Figure 1. Floorplan with the power grid.
The bar under the picture is 50 um long. Pins as bars on the die edge.
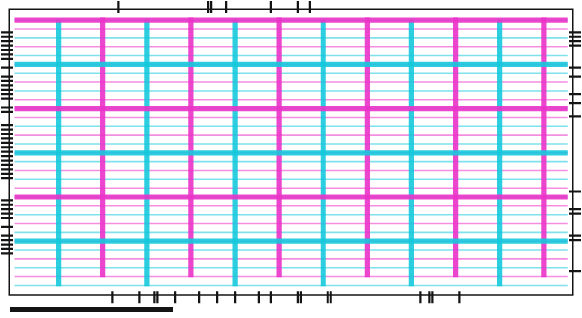
Figure 2. Placement by cell class.
The bar under the picture is 50 um long.
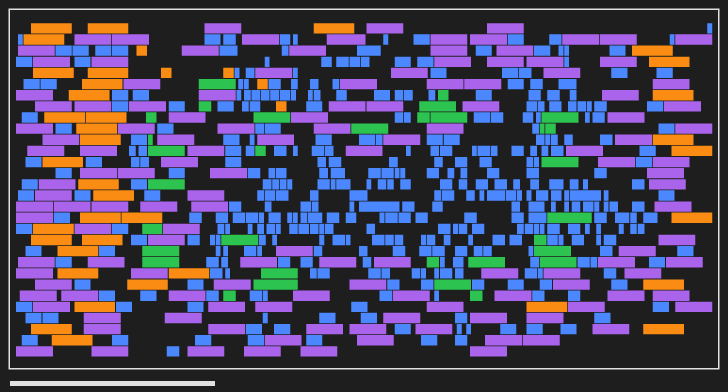
Figure 3. Clock wires, drivers and flops.
The bar under the picture is 50 um long.
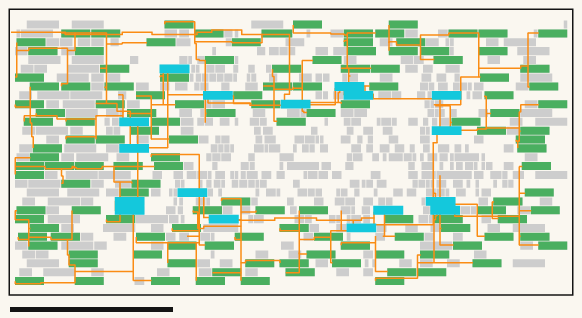
Figure 4. Metal layers overlaid.
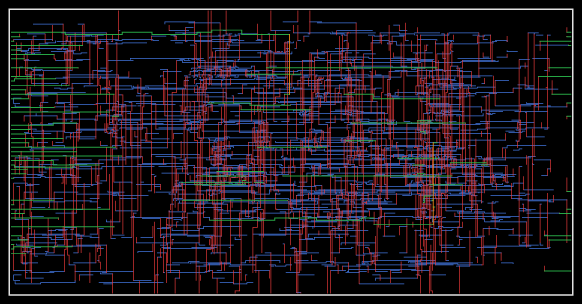
Figure 5. Routing congestion.
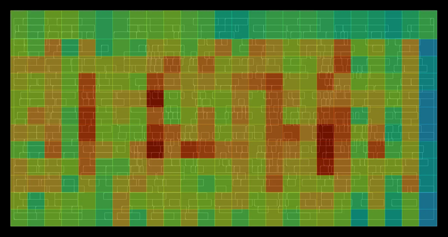
===== src/rtl/mem_loader.sv =====
// Boot-time program loader. It takes a valid/ready byte stream, builds
// little-endian 32-bit words and writes them to consecutive RAM words.
// The core is held in reset until the whole image has been written.
// The stream is a 4-byte LE word count N, then N words of 4 LE bytes each.
// Optional feature: define MEM_LOADER_CHECKSUM_EN to add one trailing checksum
// byte. That byte is the XOR of all data bytes, and a mismatch aborts the load.
module mem_loader #(
  parameter logic [31:0] BASE_ADDR = 32'h0,
  parameter int unsigned MAX_WORDS = 2057
) (
  input  logic        clk,
  input  logic        rst,
  input  logic [7:0]  in_data,
  input  logic        in_valid,
  output logic        in_ready,
  output logic [31:0] mem_addr,
  output logic [31:0] mem_wd,
  output logic        mem_we,
  output logic        core_rst,
  output logic        done,
  output logic        error
);

  localparam logic [2:0] StHdr   = 3'd0;
  localparam logic [2:0] StData  = 3'd1;
  localparam logic [2:0] StWrite = 3'd2;
  localparam logic [2:0] StCsum  = 3'd3;
  localparam logic [2:0] StDone  = 3'd4;
  localparam logic [2:0] StErr   = 3'd5;

`ifdef MEM_LOADER_CHECKSUM_EN
  localparam logic [2:0] StFinal = StCsum;
`else
  localparam logic [2:0] StFinal = StDone;
`endif

  logic [2:0]  state_q, state_d;
  logic [1:0]  byte_cnt_q, byte_cnt_d;
  logic [31:0] word_cnt_q, word_cnt_d;
  logic [31:0] count_q, count_d;
  logic [31:0] mem_addr_q, mem_addr_d;
  logic [31:0] mem_wd_q, mem_wd_d;
  logic        mem_we_q, mem_we_d;
  logic        core_rst_q, core_rst_d;
  logic        done_q, done_d;
  logic        error_q, error_d;
`ifdef MEM_LOADER_CHECKSUM_EN
  logic [7:0]  csum_q, csum_d;
`endif

  logic        accept;
  logic [31:0] count_next;
  logic [31:0] word_next;

  assign in_ready   = (state_q == StHdr) || (state_q == StData) || (state_q == StCsum);
  assign accept     = in_valid & in_ready;
  // First byte of the stream ends up in bits 7:0 after four shifts.
  assign count_next = {in_data, count_q[31:8]};
  assign word_next  = word_cnt_q + 32'd1;

  assign mem_addr = mem_addr_q;
  assign mem_wd   = mem_wd_q;
  assign mem_we   = mem_we_q;
  assign core_rst = core_rst_q;
  assign done     = done_q;
  assign error    = error_q;

  // Next-state logic for the loader FSM and its datapath
  always_comb begin
    state_d    = state_q;
    byte_cnt_d = byte_cnt_q;
    word_cnt_d = word_cnt_q;
    count_d    = count_q;
    mem_addr_d = mem_addr_q;
    mem_wd_d   = mem_wd_q;
    mem_we_d   = 1'b0;
`ifdef MEM_LOADER_CHECKSUM_EN
    csum_d     = csum_q;
`endif

    case (state_q)
      StHdr: begin
        if (accept) begin
          count_d    = count_next;
          byte_cnt_d = byte_cnt_q + 2'd1;
          if (byte_cnt_q == 2'd3) begin
            if (count_next == 32'd0) begin
              state_d = StFinal;
            end else if (count_next > 32'(MAX_WORDS)) begin
              state_d = StErr;
            end else begin
              state_d = StData;
            end
          end
        end
      end
      StData: begin
        if (accept) begin
          mem_wd_d   = {in_data, mem_wd_q[31:8]};
          byte_cnt_d = byte_cnt_q + 2'd1;
`ifdef MEM_LOADER_CHECKSUM_EN
          csum_d     = csum_q ^ in_data;
`endif
          if (byte_cnt_q == 2'd3) begin
            state_d    = StWrite;
            mem_we_d   = 1'b1;
            mem_addr_d = BASE_ADDR + (word_cnt_q << 2);
          end
        end
      end
      StWrite: begin
        // The write pulse lasts exactly this cycle, and no byte is taken here.
        word_cnt_d = word_next;
        state_d    = (word_next == count_q) ? StFinal : StData;
      end
`ifdef MEM_LOADER_CHECKSUM_EN
      StCsum: begin
        if (accept) begin
          state_d = (in_data == csum_q) ? StDone : StErr;
        end
      end
`endif
      default: begin
        // StDone and StErr are terminal. Only rst leaves them.
        state_d = state_q;
      end
    endcase

    // Status flags are sticky and register on the edge that enters the terminal state.
    done_d     = done_q | (state_d == StDone);
    core_rst_d = core_rst_q & (state_d != StDone);
    error_d    = error_q | (state_d == StErr);
  end

  // State registers with asynchronous reset
  always_ff @(posedge clk or posedge rst) begin
    if (rst) begin
      state_q    <= StHdr;
      byte_cnt_q <= 2'd0;
      word_cnt_q <= 32'd0;
      count_q    <= 32'd0;
      mem_addr_q <= BASE_ADDR;
      mem_wd_q   <= 32'd0;
      mem_we_q   <= 1'b0;
      core_rst_q <= 1'b1;
      done_q     <= 1'b0;
      error_q    <= 1'b0;
`ifdef MEM_LOADER_CHECKSUM_EN
      csum_q     <= 8'd0;
`endif
    end else begin
      state_q    <= state_d;
      byte_cnt_q <= byte_cnt_d;
      word_cnt_q <= word_cnt_d;
      count_q    <= count_d;
      mem_addr_q <= mem_addr_d;
      mem_wd_q   <= mem_wd_d;
      mem_we_q   <= mem_we_d;
      core_rst_q <= core_rst_d;
      done_q     <= done_d;
      error_q    <= error_d;
`ifdef MEM_LOADER_CHECKSUM_EN
      csum_q     <= csum_d;
`endif
    end
  end

endmodule

===== config.mk =====
export PLATFORM = sky130hd
export DESIGN_NAME = mem_loader
export DESIGN_NICKNAME = d
export VERILOG_FILES = /design/src/rtl/mem_loader.sv
export SDC_FILE = /design/constraint.sdc
export NUM_CORES = 1
export LEC_CHECK = 0
export CAP_MARGIN = 40
export CORE_ASPECT_RATIO = 0.5
export CORE_UTILIZATION = 45
export DETAILED_ROUTE_END_ITERATION = 16
export DONT_BUFFER_PORTS = 1
export PLACE_DENSITY_LB_ADDON = 0.05
export SYNTH_ARGS = -nofsm -noshare
export SYNTH_HDL_FRONTEND = slang
export SYNTH_SLANG_ARGS = --single-unit

===== constraint.sdc =====
create_clock -name clk -period 5.8 [get_ports clk]
set_input_delay 0.87 -clock clk [delete_from_list [all_inputs] [get_ports clk]]
set_output_delay 0.87 -clock clk [all_outputs]
set_load 0.1 [all_outputs]

==> flow_summary.html <==
<h2>Implementation results</h2>
<table>
<tr><th>Metric</th><th>Value</th></tr>
<tr><th colspan="2">Setup path</th></tr>
<tr><td>Largest driver fanout on the critical path</td><td>7</td></tr>
<tr><td>Origin of the critical flop-to-flop path</td><td>word_cnt_q[0]</td></tr>
<tr><td>CP endpoint kind</td><td>register</td></tr>
<tr><td>Slowest cell on the critical path</td><td>nor4b_1</td></tr>
<tr><td>Worst R2R Path Depth</td><td>9</td></tr>
<tr><td>WP data arrival</td><td>roughly 3.5 ns</td></tr>
<tr><td>CP startpoint kind</td><td>register</td></tr>
<tr><td>Reg2Reg Setup Slack</td><td>roughly 2.6 ns</td></tr>
<tr><td>Slowest Stage Delay on Critical Path</td><td>between 0.7 and 0.8 ns</td></tr>
<tr><td>Worst setup path category</td><td>register to register</td></tr>
<tr><td>Endpoint of the most critical register-to-register path</td><td>done</td></tr>
<tr><td>Buf+Inv Stages, Crit Path</td><td>0</td></tr>
<tr><td>CP required</td><td>6.11 ns</td></tr>
<tr><th colspan="2">Clock network</th></tr>
<tr><td>Postcts setup bufs</td><td>0</td></tr>
<tr><td>Count of clock tree sinks</td><td>~140</td></tr>
<tr><td>Clock Latency Late Sink</td><td>about 0.42 ns</td></tr>
<tr><td>Clock tree from TritonCTS</td><td>built</td></tr>
<tr><td>H-Tree Level Count</td><td>4</td></tr>
<tr><td>Clk buf depth</td><td>2</td></tr>
<tr><td>Number of buffers added by the clock tree synthesis step</td><td>17</td></tr>
<tr><td>Resized Gates After CTS</td><td>0</td></tr>
<tr><td>Clock root buffer</td><td>clkbuf_16</td></tr>
<tr><td>Count of hold buffers inserted by post-cts repair</td><td>0</td></tr>
<tr><td>Clock input transition at the sequential cells of the worst setup and hold paths</td><td>around 0.060 ns</td></tr>
<tr><th colspan="2">Placement</th></tr>
<tr><td>GP Congestion</td><td>slightly above 0.9</td></tr>
<tr><td>DP Wirelength</td><td>approximately 11 mm</td></tr>
<tr><td>Port Buf Inserts</td><td>0</td></tr>
<tr><td>Instance area at placement</td><td>between 7000 and 8000 um2</td></tr>
<tr><td>Placed insts</td><td>between 700 and 800</td></tr>
<tr><th colspan="2">Yosys</th></tr>
<tr><td>Post-synthesis share of cell area spent on full adders, half adders and majority gates</td><td>0.003808</td></tr>
<tr><td>Area share of xor/xnor cells in the synthesized design</td><td>0.09863</td></tr>
<tr><td>Ys async rst share</td><td>1.000</td></tr>
<tr><td>Number of warning messages in the yosys log</td><td>0</td></tr>
<tr><td>Seq share, synth</td><td>0.5143</td></tr>
<tr><td>Cell area after synthesis</td><td>6571 um2</td></tr>
<tr><td>Compound Share, Synth</td><td>0.04970</td></tr>
<tr><td>Yosys top cell area share</td><td>0.5103</td></tr>
<tr><td>Library cell with the largest summed area after synthesis</td><td>dfrtp_1</td></tr>
<tr><td>Chip Area, Yosys</td><td>6571 um2</td></tr>
<tr><td>Largest combinational cell category by area</td><td>multiplexers</td></tr>
<tr><td>Unique cell types</td><td>52</td></tr>
<tr><td>Area fraction in and, or, nand and nor cells</td><td>0.1333</td></tr>
<tr><td>Flip-flop and latch count after synthesis</td><td>about 140</td></tr>
<tr><td>Main area contributors after synthesis</td><td>dfrtp_1 (51%), mux2_2 (16%), xnor2_1 (6.1%)</td></tr>
<tr><td>Mean instance size in the synthesized netlist</td><td>11.71 um2</td></tr>
<tr><td>Leading cell types by count after synthesis</td><td>dfrtp_1 (134), mux2_2 (93), xnor2_1 (46)</td></tr>
<tr><td>Number of standard cells after synthesis</td><td>between 500 and 600</td></tr>
<tr><td>Most instantiated flip-flop cell in the synthesis netlist</td><td>dfrtp_1</td></tr>
<tr><th colspan="2">Final timing</th></tr>
<tr><td>RSZ-0062 raised after global routing</td><td>no</td></tr>
<tr><td>Setup TNS</td><td>0 ns</td></tr>
<tr><td>Portion of the clock cycle consumed by the worst path in the final layout</td><td>0.5532</td></tr>
<tr><td>PnR worst setup slack</td><td>2.592 ns</td></tr>
<tr><td>Slew headroom</td><td>0.3968</td></tr>
<tr><td>Final hold viol count</td><td>0</td></tr>
<tr><td>Maximum clock frequency</td><td>around 310 MHz</td></tr>
<tr><td>Layout Skew</td><td>just over 0.01 ns</td></tr>
<tr><td>Final critical path time including I/O delays and setup</td><td>approximately 3.2 ns</td></tr>
<tr><td>Count of endpoints failing setup in the final report</td><td>0</td></tr>
<tr><th colspan="2">Cells and area</th></tr>
<tr><td>Logic area</td><td>~3000 um2</td></tr>
<tr><td>Combinational fraction of the cell area</td><td>0.3613</td></tr>
<tr><td>Layout-stage area growth over the synthesis result</td><td>25.70%</td></tr>
<tr><td>Proportion of layout cells with a drive suffix above 1</td><td>0.2922</td></tr>
<tr><td>Number of nets in the finished design</td><td>about 600</td></tr>
<tr><td>Clock distribution area overhead in the final layout</td><td>0.07134</td></tr>
<tr><td>Most numerous logic cell after layout</td><td>dfrtp_1</td></tr>
<tr><td>Most frequent cells in the layout</td><td>dfrtp_1 (134), mux2_2 (93), xnor2_1 (46)</td></tr>
<tr><td>Count of inserted antenna diode cells</td><td>0</td></tr>
<tr><td>Combinational gates</td><td>about 380</td></tr>
<tr><td>Number of clock buffers in the layout</td><td>20</td></tr>
<tr><td>Combined flip-flop and latch cell area</td><td>around 3400 um2</td></tr>
<tr><td>Dominant class by area</td><td>registers</td></tr>
<tr><td>Flop count</td><td>approximately 140</td></tr>
<tr><td>Non-clock buffers, area share</td><td>0.1245</td></tr>
<tr><td>Count of non-filler cells in the finished layout</td><td>791</td></tr>
<tr><td># fillers</td><td>roughly 1100</td></tr>
<tr><td>Signal inverters</td><td>9</td></tr>
<tr><th colspan="2">Route</th></tr>
<tr><td>Via Count</td><td>4406</td></tr>
<tr><td>Final ANT Viol Nets</td><td>0</td></tr>
<tr><td>Wirelength, routed</td><td>around 15 mm</td></tr>
<tr><td>Number of design rule violations left after detail routing</td><td>0</td></tr>
<tr><td>First-pass DRT Iterations</td><td>6</td></tr>
<tr><td>Detailed Route Iter0 Violations</td><td>about 210</td></tr>
<tr><th colspan="2">Job</th></tr>
<tr><td>Warning total across the stage logs</td><td>26</td></tr>
<tr><td>Number of maximum-capacitance constraint violations</td><td>0</td></tr>
<tr><th colspan="2">Die</th></tr>
<tr><td>Die Outline Area</td><td>about 15000 um2</td></tr>
<tr><td>IO Count</td><td>80</td></tr>
<tr><td>Tap Cells</td><td>192</td></tr>
<tr><td>Floorplan utilization</td><td>0.4732</td></tr>
<tr><th colspan="2">Power</th></tr>
<tr><td>Net switching power</td><td>between 0.4 and 0.5 mW</td></tr>
<tr><td>Reported clock group power</td><td>~1.1 mW</td></tr>
<tr><td>Leakage power of the design</td><td>about 3.8 nW</td></tr>
<tr><td>Switching share of total power</td><td>0.2209</td></tr>
<tr><td>Logic gate share of total power</td><td>0.012</td></tr>
<tr><td>Power group with the largest share</td><td>clock</td></tr>
<tr><td>Comb power</td><td>0.0253 mW</td></tr>
<tr><td>Flop pwr share</td><td>0.460</td></tr>
<tr><th colspan="2">Worst hold path</th></tr>
<tr><td>Class of the tightest hold or removal check</td><td>primary input to async pin</td></tr>
<tr><th colspan="2">Global route</th></tr>
<tr><td>Global-route wire length before repair</td><td>25.16 mm</td></tr>
<tr><td>Number of global-route vias before repair</td><td>4543</td></tr>
<tr><td>Routing usage on met2</td><td>0.3317</td></tr>
<tr><td>Tot GR Track Use</td><td>0.2177</td></tr>
<tr><td>Pin count of the biggest net entering global routing</td><td>between 80 and 90</td></tr>
<tr><td>Remaining global-route overflow</td><td>0</td></tr>
<tr><td>Number of antenna violations at the first check in global routing</td><td>0</td></tr>
<tr><th colspan="2">Run status</th></tr>
<tr><td>Run status</td><td>completed</td></tr>
</table>
Back to the opening pictures, Figure 1:
legend:
  magenta:
    net: VDD
  cyan:
    net: VSS
met4 straps: 12
met1 rails: 31
rows: 30
signal pins: 80
met5 straps: 6
die width: 172.9 um
highest ir drop seen on vdd: 0.1952 mV
core area: 13890 um2

Back to the opening pictures, Figure 2:
legend:
  blue:
    class: all other logic
    cells: 391
    share_of_their_area: 38%
  green:
    class: clock drivers and dummy loads
    cells: 32
    share_of_their_area: 7.3%
  purple:
    class: flip-flops
    cells: 135
    share_of_their_area: 42%
  orange:
    class: other buffers and delay cells
    cells: 41
    share_of_their_area: 13%
num rows: 30
end-of-flow core utilization: 0.5948
post-route cell area: 8260 um2
sequential share of cell area: 0.4091

Back to the opening pictures, Figure 3:
legend:
  cyan:
    item: cells driving clock nets
    count: 17
  green:
    item: flip-flops
    count: 135
  orange:
    item: clock wires
    length: 1810 um
routed clock nets: 18

Back to the opening pictures, Figure 4:
legend:
  blue:
    layer: met1
    wire_length: 7370 um
  red:
    layer: met2
    wire_length: 6680 um
  green:
    layer: met3
    wire_length: 1160 um
  orange:
    layer: met4
    wire_length: 43.5 um

Back to the opening pictures, Figure 5:
WL per Instance: 19.28 um
routing usage on met1: 0.3014
Most Used Layer, Global Route: met2

## worst max-delay path by stage
stage / from / endpoint
final: word_cnt_q[0] / done
after floorplan: rst / byte_cnt_q[0]
after global routing: word_cnt_q[0] / done
after detailed placement: word_cnt_q[0] / done
after CTS: word_cnt_q[0] / done
after global placement: word_cnt_q[0] / done
## routing by layer
metal | wire length, um | vias up
met5 | 0 | -
li1 | - | 2048
met4 | 43 | 0
met2 | 6678 | 124
met3 | 1158 | 6
met1 | 7372 | 2228
## state kept, by name, summed over array words and instances (netlist names)
| name | count |
|---|---|
| state_q | 3 |
| core_rst | 1 |
| count_q | 32 |
| word_cnt_q | 32 |
| mem_we | 1 |
| error | 1 |
| byte_cnt_q | 2 |
| mem_wd | 32 |
| mem_addr | 30 |
| done | 1 |
Power and IR drop assume default switching activity.
